### Cell density map, run 1

Bar = 20 um. 10 x 10 tiles, from white (low) to dark blue (high), 0 to 100% covered.
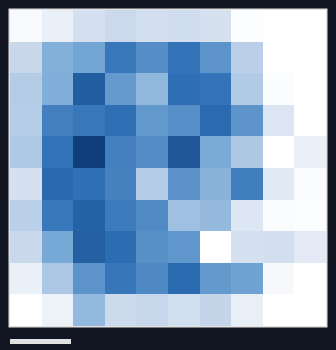
### Nets reached from selected ports, run 1

Bar = 20 um.
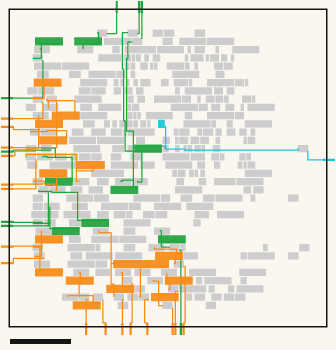
### Power grid, run 1

Bar = 20 um. Pins as bars on the die edge. Tap cells in grey.
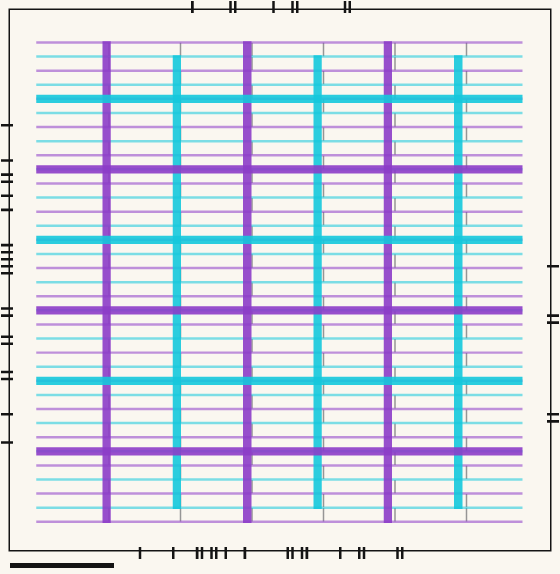
<file path="config.mk">
export PLATFORM = sky130hd
export DESIGN_NAME = uart_cmd_parser
export DESIGN_NICKNAME = d
export VERILOG_FILES = /design/src/rtl/uart_cmd_parser_pkg.sv /design/src/rtl/uart_cmd_parser_gap_timer.sv /design/src/rtl/uart_cmd_parser.sv
export SDC_FILE = /design/constraint.sdc
export NUM_CORES = 1
export LEC_CHECK = 0
export CORE_MARGIN = 5
export CORE_UTILIZATION = 40
export DETAILED_ROUTE_END_ITERATION = 10
export HOLD_SLACK_MARGIN = 0.06
export PLACE_DENSITY = 0.63
export SLEW_MARGIN = 20
export SYNTH_ARGS = -nofsm -noshare
export SYNTH_HDL_FRONTEND = slang
export SYNTH_SLANG_ARGS = --single-unit
</file>
<file path="constraint.sdc">
create_clock -name clk_in -period 3.4 [get_ports clk_in]
set_input_delay 0.68 -clock clk_in [delete_from_list [all_inputs] [get_ports clk_in]]
set_output_delay 0.68 -clock clk_in [all_outputs]
set_load 0.02 [all_outputs]
</file>
<file path="src/rtl/uart_cmd_parser_pkg.sv">
// Shared definitions for the UART command parser: state encodings, opcodes, error codes.
// The CHK state exists only when UART_CMD_PARSER_CHECKSUM_EN is defined.
package uart_cmd_parser_pkg;

    localparam logic [7:0] SYNC_BYTE_DEF = 8'hA5;
    localparam logic [7:0] OP_WRITE      = 8'h01;
    localparam logic [7:0] OP_READ       = 8'h02;

    typedef enum logic [1:0] {
        ERR_CHECKSUM = 2'b00,
        ERR_BAD_OP   = 2'b01,
        ERR_TIMEOUT  = 2'b10,
        ERR_OVERRUN  = 2'b11
    } err_code_t;

`ifdef UART_CMD_PARSER_CHECKSUM_EN
    typedef enum logic [2:0] {
        ST_IDLE = 3'd0,
        ST_OP   = 3'd1,
        ST_ADDR = 3'd2,
        ST_DH   = 3'd3,
        ST_DL   = 3'd4,
        ST_CHK  = 3'd5,
        ST_HOLD = 3'd6
    } state_t;
`else
    typedef enum logic [2:0] {
        ST_IDLE = 3'd0,
        ST_OP   = 3'd1,
        ST_ADDR = 3'd2,
        ST_DH   = 3'd3,
        ST_DL   = 3'd4,
        ST_HOLD = 3'd6
    } state_t;
`endif

    function automatic logic op_is_valid(input logic [7:0] op);
        return (op == OP_WRITE) || (op == OP_READ);
    endfunction

endpackage

</file>
<file path="src/rtl/uart_cmd_parser_gap_timer.sv">
// Inter-byte gap timer: counts while enabled, pulses o_expire on the last allowed cycle.
// A clear on the same cycle suppresses the expiry so an arriving byte always wins.
module uart_gap_timer #(
    parameter int TIMEOUT_CYCLES = 100000
) (
    input  logic clk_in,
    input  logic rst,
    input  logic i_clear,
    input  logic i_enable,
    output logic o_expire
);

    localparam int W = $clog2(TIMEOUT_CYCLES);
    localparam logic [W-1:0] LAST = W'(TIMEOUT_CYCLES - 1);

    logic [W-1:0] r_cnt;

    assign o_expire = i_enable && !i_clear && (r_cnt == LAST);

    always_ff @(posedge clk_in or posedge rst) begin
        if (rst) begin
            r_cnt <= '0;
        end else if (i_clear) begin
            r_cnt <= '0;
        end else if (i_enable) begin
            r_cnt <= r_cnt + 1'b1;
        end
    end

endmodule

</file>
<file path="src/rtl/uart_cmd_parser.sv">
// Assembles UART bytes into command frames and hands decoded commands over valid/ready.
// Define UART_CMD_PARSER_CHECKSUM_EN for the 6-byte frame with trailing XOR checksum.
module uart_cmd_parser
    import uart_cmd_parser_pkg::*;
#(
    parameter logic [7:0] SYNC_BYTE      = SYNC_BYTE_DEF,
    parameter int         TIMEOUT_CYCLES = 100000
) (
    input  logic        clk_in,
    input  logic        rst,
    input  logic        rx_valid_in,
    input  logic [7:0]  rx_data_in,
    input  logic        cmd_ready_in,
    output logic        cmd_valid_out,
    output logic [7:0]  cmd_op_out,
    output logic [7:0]  cmd_addr_out,
    output logic [15:0] cmd_data_out,
    output logic        err_out,
    output logic [1:0]  err_code_out,
    output logic        busy_out
);

    state_t      r_state;
    state_t      w_state_nxt;
    logic [7:0]  r_op_stg;
    logic [7:0]  r_addr_stg;
    logic [7:0]  r_dh_stg;
    logic [7:0]  r_op;
    logic [7:0]  r_addr;
    logic [15:0] r_data;
    logic        r_err;
    logic [1:0]  r_err_code;
    logic        w_load;
    logic        w_err;
    err_code_t   w_err_code;
    logic [15:0] w_data_ld;
    logic        w_in_frame;
    logic        w_tmr_clear;
    logic        w_expire;

`ifdef UART_CMD_PARSER_CHECKSUM_EN
    logic [7:0]  r_dl_stg;
    logic        w_chk_ok;
    assign w_chk_ok  = rx_data_in == (r_op_stg ^ r_addr_stg ^ r_dh_stg ^ r_dl_stg);
    assign w_data_ld = {r_dh_stg, r_dl_stg};
`else
    assign w_data_ld = {r_dh_stg, rx_data_in};
`endif

    assign w_in_frame  = (r_state != ST_IDLE) && (r_state != ST_HOLD);
    assign w_tmr_clear = rx_valid_in || (r_state == ST_IDLE);

    uart_gap_timer #(
        .TIMEOUT_CYCLES(TIMEOUT_CYCLES)
    ) u_gap_timer (
        .clk_in   (clk_in),
        .rst      (rst),
        .i_clear  (w_tmr_clear),
        .i_enable (w_in_frame),
        .o_expire (w_expire)
    );

    always_ff @(posedge clk_in or posedge rst) begin
        if (rst) begin
            r_state <= ST_IDLE;
        end else begin
            r_state <= w_state_nxt;
        end
    end

    always_comb begin
        w_state_nxt = r_state;
        w_load      = 1'b0;
        w_err       = 1'b0;
        w_err_code  = ERR_CHECKSUM;
        if (w_expire) begin
            w_state_nxt = ST_IDLE;
            w_err       = 1'b1;
            w_err_code  = ERR_TIMEOUT;
        end else begin
            unique case (r_state)
                ST_IDLE: begin
                    if (rx_valid_in && (rx_data_in == SYNC_BYTE)) begin
                        w_state_nxt = ST_OP;
                    end
                end
                ST_OP:   if (rx_valid_in) w_state_nxt = ST_ADDR;
                ST_ADDR: if (rx_valid_in) w_state_nxt = ST_DH;
                ST_DH:   if (rx_valid_in) w_state_nxt = ST_DL;
`ifdef UART_CMD_PARSER_CHECKSUM_EN
                ST_DL:   if (rx_valid_in) w_state_nxt = ST_CHK;
                ST_CHK: begin
                    if (rx_valid_in) begin
                        // Checksum is judged before the opcode
                        if (!w_chk_ok) begin
                            w_state_nxt = ST_IDLE;
                            w_err       = 1'b1;
                            w_err_code  = ERR_CHECKSUM;
                        end else if (!op_is_valid(r_op_stg)) begin
                            w_state_nxt = ST_IDLE;
                            w_err       = 1'b1;
                            w_err_code  = ERR_BAD_OP;
                        end else begin
                            w_state_nxt = ST_HOLD;
                            w_load      = 1'b1;
                        end
                    end
                end
`else
                ST_DL: begin
                    if (rx_valid_in) begin
                        if (!op_is_valid(r_op_stg)) begin
                            w_state_nxt = ST_IDLE;
                            w_err       = 1'b1;
                            w_err_code  = ERR_BAD_OP;
                        end else begin
                            w_state_nxt = ST_HOLD;
                            w_load      = 1'b1;
                        end
                    end
                end
`endif
                ST_HOLD: begin
                    if (rx_valid_in) begin
                        w_err      = 1'b1;
                        w_err_code = ERR_OVERRUN;
                    end
                    if (cmd_ready_in) begin
                        w_state_nxt = ST_IDLE;
                    end
                end
                default: w_state_nxt = ST_IDLE;
            endcase
        end
    end

    always_ff @(posedge clk_in or posedge rst) begin
        if (rst) begin
            r_op_stg   <= '0;
            r_addr_stg <= '0;
            r_dh_stg   <= '0;
`ifdef UART_CMD_PARSER_CHECKSUM_EN
            r_dl_stg   <= '0;
`endif
        end else if (rx_valid_in) begin
            case (r_state)
                ST_OP:   r_op_stg   <= rx_data_in;
                ST_ADDR: r_addr_stg <= rx_data_in;
                ST_DH:   r_dh_stg   <= rx_data_in;
`ifdef UART_CMD_PARSER_CHECKSUM_EN
                ST_DL:   r_dl_stg   <= rx_data_in;
`endif
                default: ;
            endcase
        end
    end

    always_ff @(posedge clk_in or posedge rst) begin
        if (rst) begin
            r_op       <= '0;
            r_addr     <= '0;
            r_data     <= '0;
            r_err      <= 1'b0;
            r_err_code <= '0;
        end else begin
            r_err <= w_err;
            if (w_err) begin
                r_err_code <= w_err_code;
            end
            if (w_load) begin
                r_op   <= r_op_stg;
                r_addr <= r_addr_stg;
                r_data <= w_data_ld;
            end
        end
    end

    assign cmd_valid_out = (r_state == ST_HOLD);
    assign cmd_op_out    = r_op;
    assign cmd_addr_out  = r_addr;
    assign cmd_data_out  = r_data;
    assign err_out       = r_err;
    assign err_code_out  = r_err_code;
    assign busy_out      = (r_state != ST_IDLE);

endmodule

</file>
==> ci_impl_report.md, run 1 <==
## Synthesis and layout report

| Metric | Value |
|---|---|
| Post-detail-place hpwl | `approximately 4.8 mm` |
| Min Tclk post-route | `2.81 ns` |
| Synthesized area | `3550 sq um` |
| Post-route ant nets | `0` |
| Synth Net Count | `about 280` |
| WP data required | `between 2 and 3 ns` |
| GPL Wtd Cong | `0.766` |
| Switching Share | `approximately 28%` |
| Mean Syn Cell Area | `~13 sq um` |
| Worst path max stage delay | `a little under 0.7 ns` |
| Cell count in the Yosys report | `between 200 and 300` |
| Worst setup path class | `reg -> out` |
| Tool warnings | `26` |
| Clk sink count | `79` |
| Num rows | `34` |
| Combinational share of power | `roughly 16%` |
| Max-cap violations | `0` |
| Detailed-route via count | `around 2300` |
| Final WS setup | `between 0.5 and 0.6 ns` |
| H-Tree Depth | `3` |
| Fillers | `around 830` |
| Pleak | `0.00193 uW` |
| Post-Syn Instances | `271` |
| RSZ-0062 raised after global routing | `false` |
| Antenna diodes | `0` |
| Initial antenna violation count | `0` |
| Worst-margin pin slew | `0.690 ns` |
| Final hold violation count | `0` |
| CTS Buf Count | `9` |
| Layout cell share with drive strength beyond 1 | `23.5%` |
| Crit-path max FO | `16` |
| Status | `completed` |
| Period Utilization, post-route | `a little over 80%` |
| EDFF count, synth | `0` |
| Synth warnings | `0` |
| Resized cells post-CTS | `0` |
| Worst-path clk slew | `~0.08 ns` |
| CTS tree | `done` |
| Hold slack | `between 0.4 and 0.5 ns` |
| Non-Filler Instances | `about 430` |
| Sw power | `between 600 and 700 uW` |
| Vias in the first global route | `2406` |
| Clock network power | `between 700 and 800 uW` |
| Final setup violation count | `0` |
| Clock share of power | `a little under a third` |
| Rel. slew slack | `53.7%` |
| Sequential cell fraction of total power | `between 50% and 60%` |
| Ys flop type | `dfrtp_1` |
| Slowest CP cell | `dfrtp_1` |
| Clk buf depth | `2` |
| Startpoint Class | `register` |
| CP Cell Sequence | `nand3b_1, inv_1, clkdlybuf4s50_1` |
| Biggest register | `u_gap_timer.r_cnt` |
| Pre-Repair DR Iteration Count | `5` |
| DRC | `0` |
| Vias per std cell | `approximately 5.3` |
| Slew Limit Fails | `0` |
| Initial drt markers | `around 80` |
| Max reg flops | `17` |
| Tightest Hold Check Type | `reg -> reg` |
| Die area | `10900 sq um` |
| Chip area line of the yosys report | `roughly 3500 sq um` |
| Sequential power | `1190 uW` |
| Clock Skew | `~0.0056 ns` |
| FMAX | `around 360 MHz` |
| Area Overhead vs Synth | `21.5%` |
| Final net count | `between 300 and 400` |
| Cell Int Power | `around 1600 uW` |
| Post-Place Worst Slack | `approximately 0.7 ns` |
| FFs w/ async S/R, synth | `100%` |
| Placed cell count | `a little over 400` |
| Post-CTS setup buffers | `0` |
| Gr ovfl total | `0` |
| Setup TNS | `0 ns` |
| First-pass GRT wire length | `12.4 mm` |
| Logic power comb | `about 370 uW` |
Notes on 'Cell density map' above:
mean over tiles	39%
fullest tile	94%
nearly empty tiles	16%
tiles over 75% full	9.0%
post-layout util: 49.7%
FP Core Util: 40.9%
Core Footprint: 8680 sq um

Notes on 'Nets reached from selected ports' above:
colour	port	bits	direction	end cells	buffers	wire
green	`cmd_addr_out`	8	output	8	8	371 um
cyan	`busy_out`	1	output	1	1	72.8 um
orange	`cmd_data_out`	16	output	16	16	508 um
IO Count: 49
IO buf count: 48

Notes on 'Power grid' above:
colour	net
cyan	VDD
purple	VSS
met4 straps	6
met1 rails	35
Die H: 104 um
worst vdd ir: 273 uV
die width: 104 um

-- run 1: through the flow --
step           cell area [sq um]  power (uW)
6_report                    4310        2260
5_1_grt                     4310        2380
4_1_cts                     4310        2290
3_5_place_dp                4120        1580
3_3_place_gp                4120        1560
2_1_floorplan               3550        1460
-- run 1: final timing paths --
path | startpoint | endpoint | slack, ns
min | cmd_op_out[4] | cmd_op_out[4] | 0.49
max in group asynchronous | rst | cmd_data_out[14] | 2.00
max | r_state[2] | cmd_valid_out | 0.59
min reg2reg | cmd_op_out[4] | cmd_op_out[4] | 0.49
min in group asynchronous | rst | cmd_op_out[3] | 0.75
max reg2reg | r_op_stg[2] | cmd_data_out[8] | 1.12
-- run 1: placed cells by master, fill, tap and decap left out, types with 5 or more instances in the layout --
cell and count:
a21oi_1 12, and2_1 6, and3_1 5, clkbuf_8 10, clkdlybuf4s50_1 48, dfrtp_1 79, mux2_2 26, mux2_4 24
nand2_1 9, nand3_1 7, nor2_1 15, o31ai_1 6, or4_1 6, xor2_1 7
-- run 1: critical path, delay by kind of cell (launching register included) --
kind | cells | cell delay (ns)
DFF | 1 | 0.68
and+or+nand+nor | 1 | 0.28
buffers and inverters | 2 | 0.82
-- run 1: synthesized netlist by cell type (2+ instances only) --
cell type | number | area, sq um
o21a_1 | 2 | 15.0
clkbuf_1 | 9 | 33.8
nor2b_1 | 3 | 18.8
or3_1 | 2 | 12.5
and3_1 | 5 | 31.3
mux2_2 | 26 | 293
or4_1 | 6 | 45.0
and2_1 | 6 | 37.5
nand2_1 | 9 | 33.8
nand3_1 | 7 | 35.0
xnor2_1 | 2 | 17.5
nor3_1 | 2 | 10.0
a21oi_1 | 12 | 60.1
dfrtp_1 | 79 | 1980
nand4_1 | 2 | 12.5
o2111ai_1 | 3 | 26.3
o41ai_1 | 2 | 17.5
buf_6 | 3 | 33.8
nor2_1 | 15 | 56.3
nor4b_1 | 2 | 17.5
xor2_1 | 7 | 61.3
or4b_2 | 2 | 20.0
o31ai_1 | 6 | 45.0
inv_1 | 5 | 18.8
nor3b_1 | 2 | 15.0
nand3b_1 | 3 | 22.5
o21ai_0 | 4 | 20.0
mux2_4 | 24 | 360
o211ai_1 | 2 | 15.0
-- run 1: cell type report --
class | instances | area, sq um | area share [%]
Timing Repair Buffer | 50 | 508 | 11.8
Multi-Input combinational cell | 173 | 1480 | 34.2
Clock inverter | 6 | 60.1 | 1.39
Sequential cell | 79 | 1980 | 45.8
Clock buffer | 10 | 138 | 3.19
Inverter | 5 | 20.0 | 0.464
Tap cell | 108 | 135 | 3.13
-- run 1: kinds of logic (layout without fill, tap and decap cells) --
group | after synthesis | after routing | share of synthesized area (%)
flops | 79 | 79 | 55.7
simple gates | 73 | 73 | 12.8
mux | 51 | 51 | 18.7
fa+ha+maj | 1 | 1 | 0.353
xor+xnor | 10 | 10 | 2.68
buf+inv | 19 | 71 | 2.71
compound gates | 38 | 38 | 7.09
-- run 1: layer usage --
layer	global-route usage [%]	up-vias	wire, um
li1	-	1076	-
met1	18.7	1159	3350
met2	21.6	51	3480
met3	3.97	4	294
met4	5.00	0	37
met5	0	-	0
### Placement view, run 1

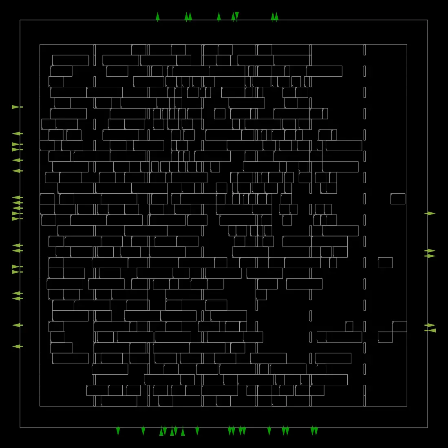

==> inputs of run 2 (changes only) <==
Clock period 3.4 ns to 2.85 ns, I/O delays scaled along.
### Placement view, run 2

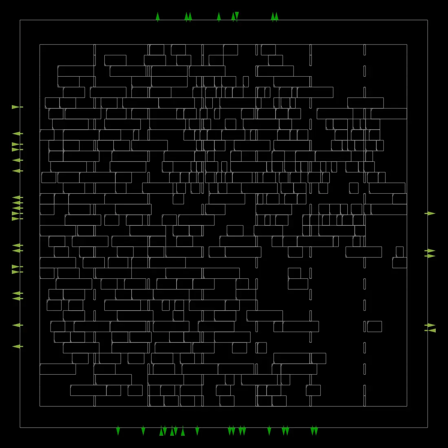
tap cell count: 108
Non-Filler Instances: 436
Fillers: 793
num rows: 34

### Sequential cells grouped by signal name, run 2

Bar = 20 um. Other sequential cells in the stronger grey, the rest of the logic in the fainter grey.
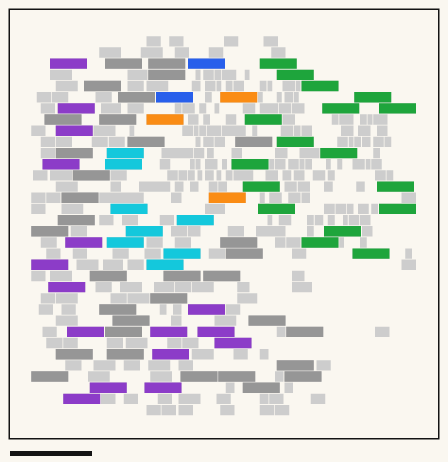
colour	netlist name	flops
purple	`cmd_data_out`	16
green	`u_gap_timer.r_cnt`	17
orange	`r_state`	3
cyan	`r_op_stg`	8
blue	`err_code_out`	2
post-layout util: 50.1%
Reg area: 1980 sq um
fraction of area in registers: 45.5%

==> run 2 against run 1 <==
  * Power is 19% higher
  * Setup slack lost 0.40 ns
  * Design area increased by 0.81%
  * Synthesized area did not move
  * Register-to-register slack worse by 0.48 ns
  * Synthesized cell count is the same
  * Cell count up 1.2%
  * Non-clock buffer count is 5 higher
  * Critical path depth stayed put
  * Global-route usage grew 0.39 points
  * Combinational power grew about 20%
  * Largest cell class unchanged
==> ci_impl_report.md, run 2 <==
## Synthesis and layout report

| Metric | Value |
|---|---|
| Status | `completed` |
| Ys flop type | `dfrtp_1` |
| Worst setup path class | `reg -> out` |
| DRC | `0` |
| Final net count | `336` |
| FFs w/ async S/R, synth | `100%` |
| Layout cell share with drive strength beyond 1 | `around a quarter` |
| WP buf/inv | `2` |
| Min Tclk post-route | `approximately 2.7 ns` |
| Area Overhead vs Synth | `22.5%` |
| Die width | `approximately 100 um` |
| Clk sink count | `between 70 and 80` |
| Die H | `around 100 um` |
| Synthesized area | `approximately 3500 sq um` |
| Latency at later pin | `0.35 ns` |
| Final WS setup | `~0.19 ns` |
| Resized cells post-CTS | `0` |
| Stages on worst setup path | `3` |
| Synth Net Count | `284` |
| Worst vdd ir | `366 uV` |
| CTS Buf Count | `9` |
| Setup TNS | `0 ns` |
| Max reg flops | `17` |
| Final hold violation count | `0` |
| Synth top area share | `a little under three fifths` |
| Most frequent cells in the layout | `79 x dfrtp_1, 48 x clkdlybuf4s50_1, 26 x mux2_2, 24 x mux2_4, 15 x nor2_1` |
| First-pass GRT wire length | `12.8 mm` |
| Max-cap violations | `0` |
| GPL Wtd Cong | `~0.82` |
| Vias in the first global route | `~2400` |
| Clk buf depth | `2` |
| Crit-path max FO | `16` |
| Post-synth top cells | `79 x dfrtp_1, 26 x mux2_2, 24 x mux2_4` |
| Tool warnings | `26` |
| Antenna diodes | `0` |
| Biggest register | `u_gap_timer.r_cnt` |
| Post-Place Worst Slack | `approximately 0.55 ns` |
| RSZ-0062 raised after global routing | `false` |
| Worst-margin pin slew | `about 0.71 ns` |
| Cell taking the most area after synthesis | `dfrtp_1` |
| Startpoint Class | `register` |
| Slowest CP cell | `dfrtp_1` |
| Synth warnings | `0` |
| Post-Syn Instances | `between 200 and 300` |
| Pre-Repair DR Iteration Count | `5` |
| Initial drt markers | `around 200` |
| H-Tree Depth | `3` |
| Period Utilization, post-route | `between 90% and 100%` |
| CP Cell Sequence | `nand3b_1, inv_1, clkdlybuf4s50_1` |
| Post-route ant nets | `0` |
| Chip area line of the yosys report | `about 3500 sq um` |
| Worst path max stage delay | `around 0.68 ns` |
| WL final | `between 7 and 8 mm` |
| Synth area leaders | `dfrtp_1 56%, mux2_4 10%, mux2_2 8.3%` |
| CTS tree | `done` |
| EDFF count, synth | `0` |
| Final setup violation count | `0` |
| Cell count in the Yosys report | `about 270` |
| Most frequent logic cell in the layout | `dfrtp_1` |
| Die area | `between 10000 and 15000 sq um` |
| WP data required | `roughly 2.3 ns` |
| Tightest Hold Check Type | `reg -> reg` |
| Vias per std cell | `between 5 and 6` |
| Rel. slew slack | `52.8%` |
| Mean Syn Cell Area | `between 10 and 15 sq um` |
| IO Count | `49` |
| Core Footprint | `between 8000 and 9000 sq um` |
| Hold-fix buffers, CTS | `0` |
| Post-detail-place hpwl | `around 5.0 mm` |
| FMAX | `around 380 MHz` |
| Yosys top cell by instances | `dfrtp_1` |
## run 2: logic make-up (layout without fill, tap and decap cells)
| logic type | count (synthesis) | in the layout | synth area share [%] |
|---|---|---|---|
| simple gates | 73 | 73 | 12.8 |
| compound gates | 38 | 38 | 7.09 |
| mux | 51 | 51 | 18.7 |
| buf+inv | 19 | 76 | 2.71 |
| flops | 79 | 79 | 55.7 |
| fa+ha+maj | 1 | 1 | 0.353 |
| xor+xnor | 10 | 10 | 2.68 |
## run 2: cell type report
type,instances,share of cell area [%]
well taps,108,3.11
multi-input cells,173,33.9
flip-flops and latches,79,45.5
clock buffers,10,2.94
repair buffers,55,12.5
inverters,5,0.460
clock inverters,6,1.55
## run 2: through the flow
step	hold slack [ns]	instances	power, uW	instance area, sq um	util, %
floorplan	0.476	271	1740	3550	-
global placement	0.470	420	1860	4150	47.9
detailed placement	0.470	420	1880	4150	47.9
CTS	0.493	436	2720	4350	50.1
global route	0.501	436	2830	4350	50.1
finish	0.488	436	2680	4350	50.1
## run 2: metal layers
layer / track usage [%] / vias to the layer above / routed length (um) / part of all wire (%)
met3: 4.10 / 8 / 299 / 4.1
met2: 22.4 / 56 / 3570 / 49
met1: 19.5 / 1174 / 3390 / 46
met4: 4.26 / 0 / 83 / 1.1
li1: - / 1085 / - / -
met5: 0 / - / 0 / 0
## run 2: final timing paths
kind | startpoint | to | slack (ns)
max | r_state[2] | cmd_valid_out | 0.19
min | cmd_op_out[5] | cmd_op_out[5] | 0.49
max reg2reg | r_op_stg[2] | cmd_addr_out[2] | 0.64
min reg2reg | cmd_op_out[5] | cmd_op_out[5] | 0.49
max in group asynchronous | rst | r_state[0] | 1.72
min in group asynchronous | rst | u_gap_timer.r_cnt[12] | 0.51
## run 2: report_power, final
part / internal (uW) / switching [uW]
registers: 1290 / 128
logic: 232 / 208
clock network: 409 / 417
total: 1930 / 753
### Nets reached from selected ports, run 2

Bar = 20 um.
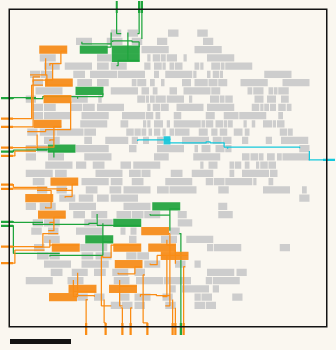

==> inputs of run 3 (changes only) <==
Settings changed: GPL_TIMING_DRIVEN set to 0, PLACE_DENSITY 0.63 to 0.66.
Clock period 2.85 ns to 2.4 ns, I/O delays scaled along.
### Nets reached from selected ports, run 3

Bar = 20 um.
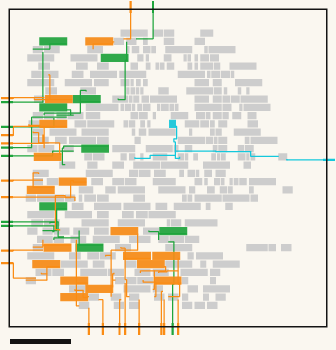
colour	port	bits	direction	end cells	buffers	wire
cyan	`busy_out`	1	output	1	1	76.9 um
green	`cmd_addr_out`	8	output	8	8	327 um
orange	`cmd_data_out`	16	output	16	16	481 um

==> run 3 against run 2 <==
  * Combinational power up 29%
  * Critical endpoint is now cmd_addr_out[1]
  * Hold slack lost 0.011 ns
  * Synthesized area is the same
  * Largest power group unchanged
  * Design area increased by 1.9%
  * Sequential power increased by 17%
  * Largest cell class unchanged
  * Clock skew shrank 0.0019 ns
  * Highest routed layer unchanged
  * Register-to-register slack got worse by 0.50 ns
  * Critical path depth up 2
==> ci_impl_report.md, run 3 <==
## Synthesis and layout report

| Metric | Value |
|---|---|
| Status | `completed` |
| Tool warnings | `26` |
| Max-cap violations | `0` |
| Clk sink count | `between 70 and 80` |
| Power density cells | `741 nW/um^2` |
| Post-Syn Instances | `between 200 and 300` |
| RSZ-0062 raised after global routing | `false` |
| CTS tree | `done` |
| RR Endpoint | `cmd_addr_out[1]` |
| GPL Wtd Cong | `between 0.8 and 0.9` |
| Post-synth top cells | `79 x dfrtp_1, 26 x mux2_2, 24 x mux2_4` |
| Tightest Hold Check Type | `in -> async` |
| CTS Buf Count | `9` |
| Max reg flops | `17` |
| Final instance area | `4430 sq um` |
| Most frequent cells in the layout | `79 x dfrtp_1, 46 x clkdlybuf4s50_1, 26 x mux2_2, 24 x mux2_4, 15 x nor2_1` |
| Hold-fix buffers, CTS | `0` |
| Final hold violation count | `0` |
| FMAX | `between 400 and 500 MHz` |
| Antenna diodes | `0` |
| Detailed-route via count | `around 2400` |
| Biggest register | `u_gap_timer.r_cnt` |
| Crit-path max FO | `10` |
| Worst-margin pin slew | `0.778 ns` |
| Post-route ant nets | `0` |
| Cell count in the Yosys report | `approximately 270` |
| IO buf count | `around 48` |
| First-pass GRT wire length | `12.7 mm` |
| Fillers | `between 700 and 800` |
| Num rows | `34` |
| Die area | `~11000 sq um` |
| Worst-path clk slew | `~0.08 ns` |
| Synth area leaders | `dfrtp_1 56%, mux2_4 10%, mux2_2 8.3%` |
| Synth Net Count | `~280` |
| Initial antenna violation count | `0` |
| Synthesized area | `3550 sq um` |
| Chip area line of the yosys report | `approximately 3500 sq um` |
| Period Utilization, post-route | `between 90% and 100%` |
| Post-Place Worst Slack | `-0.212 ns` |
| Final setup violation count | `0` |
| Gr usage total | `between 10 and 15%` |
| Most frequent logic cell in the layout | `dfrtp_1` |
| Core Footprint | `around 8700 sq um` |
| Die H | `104 um` |
| Setup crit end | `cmd_addr_out[1]` |
| Slew Limit Fails | `0` |
| H-Tree Depth | `3` |
| Clk buf depth | `2` |
| Root Driver | `clkbuf_8` |
| Reg-to-Reg Start | `r_op_stg[2]` |
| Worst Setup End Kind | `register` |
| Mean Syn Cell Area | `about 13 sq um` |
| Post-detail-place hpwl | `5.23 mm` |
| WL final | `around 7.4 mm` |
| Pre-Repair DR Iteration Count | `4` |
| Latency at later pin | `around 0.34 ns` |
| Initial drt markers | `115` |
| Min Tclk post-route | `approximately 2.3 ns` |
| Synth warnings | `0` |
| Layout cell share with drive strength beyond 1 | `23.7%` |
| Rel. slew slack | `47.7%` |
| Final WS setup | `approximately 0.14 ns` |
| Worst vdd ir | `around 370 uV` |
| Die width | `roughly 100 um` |
| FFs w/ async S/R, synth | `100%` |
| EDFF count, synth | `0` |
| Crit path launch | `r_op_stg[2]` |
| Vias in the first global route | `2506` |
| Pleak | `between 0.002 and 0.0025 uW` |
| Area Overhead vs Synth | `24.9%` |
| Clock Skew | `between 0.01 and 0.015 ns` |
| Synth top area share | `between 50 and 60%` |
| Worst setup path class | `reg -> reg` |
| Ys flop type | `dfrtp_1` |
| WP data required | `roughly 2.6 ns` |
| DRC | `0` |
| Post-Place Cell Area | `around 4200 sq um` |
| R2r setup slk | `0.14 ns` |
| IO Count | `49` |
| Vias per std cell | `roughly 5.3` |
| Startpoint Class | `register` |
| Setup TNS | `0 ns` |
| Tot Pwr | `roughly 3300 uW` |
| Post-synth regs | `a little under 80` |
| Sequential share of the synthesized area | `a little under three fifths` |
| Yosys top cell by instances | `dfrtp_1` |
| Gr ovfl total | `0` |
| Unique cell types | `approximately 48` |
| Cell taking the most area after synthesis | `dfrtp_1` |
| Final net count | `346` |
| FP Core Util | `40.9%` |
### Cell density map, run 3

Bar = 20 um. 10 x 10 tiles, from white (low) to dark blue (high), 0 to 100% covered.
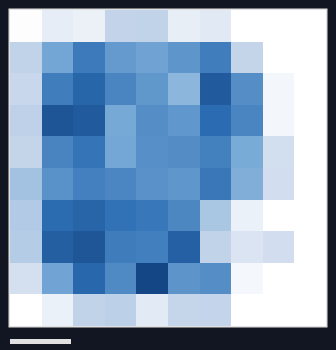
mean over tiles	40%
tiles over 75% full	12%
nearly empty tiles	19%
fullest tile	92%
emptiest ninth of the die	south-east
post-layout util: 51.1%

run 3: cell counts after synthesis:
Identical to the previous run, type by type.
run 3: logic make-up after synthesis:
logic type	after synthesis	synth area share, %
flops	79	55.7
buf+inv	19	2.71
fa+ha+maj	1	0.353
xor+xnor	10	2.68
simple gates	73	12.8
mux	51	18.7
compound gates	38	7.09
run 3: worst min path at each step:
stage                        startpoint          endpoint  cells past startpoint
after floorplan             r_dh_stg[2]  cmd_data_out[10]                      1
after global placement    cmd_op_out[4]     cmd_op_out[4]                      1
after detailed placement  cmd_op_out[2]     cmd_op_out[2]                      1
after CTS                           rst     cmd_op_out[4]                      2
after global routing                rst     cmd_op_out[4]                      2
final                               rst     cmd_op_out[4]                      2
run 3: layout make-up:
class,instances,area (sq um),share of cell area [%]
tap,108,135,3.05
clock buffer,12,145,3.28
clock inverter,3,67.6,1.52
multi-input combinational,173,1480,33.3
buffer,14,78.8,1.78
sequential,79,1980,44.6
inverter,5,22.5,0.508
timing repair buffer,51,529,11.9
run 3: critical path: stages, from the launching register on:
cell     delay [ns]
dfrtp_1        0.38
or4_4          0.54
nor4_4         0.46
nand4_4        0.21
buf_6          0.22
mux2_4         0.31
run 3: metrics by stage:
stage                     hold WS [ns]  instances  utilization [%]
after floorplan                  0.476        271                -
after detailed placement         0.479        429             48.5
final                            0.477        445             51.1
after CTS                        0.482        445             51.0
after global placement           0.472        427             48.0
after global routing             0.497        445             51.1
run 3: power by group:
part	internal, uW	total, uW	switching, uW
clock	610	1070	457
sequential	1530	1650	119
combinational	282	568	286
total	2420	3280	861
run 3: repair_timing:
item / 4_1_cts / 5_1_grt
setup endpoints to repair: 2 / 10
setup buffers: 1 / 0
gates resized: 1 / 3
pin swaps: 0 / 0
run 3: metal layers:
metal | vias up | GRT usage [%] | part of all wire (%)
met5 | - | 0 | 0
met4 | 0 | 4.16 | 0.78
met3 | 6 | 4.47 | 4.7
met2 | 53 | 22.6 | 49
met1 | 1214 | 18.5 | 46
li1 | 1097 | - | -
Power and IR drop assume default switching activity.
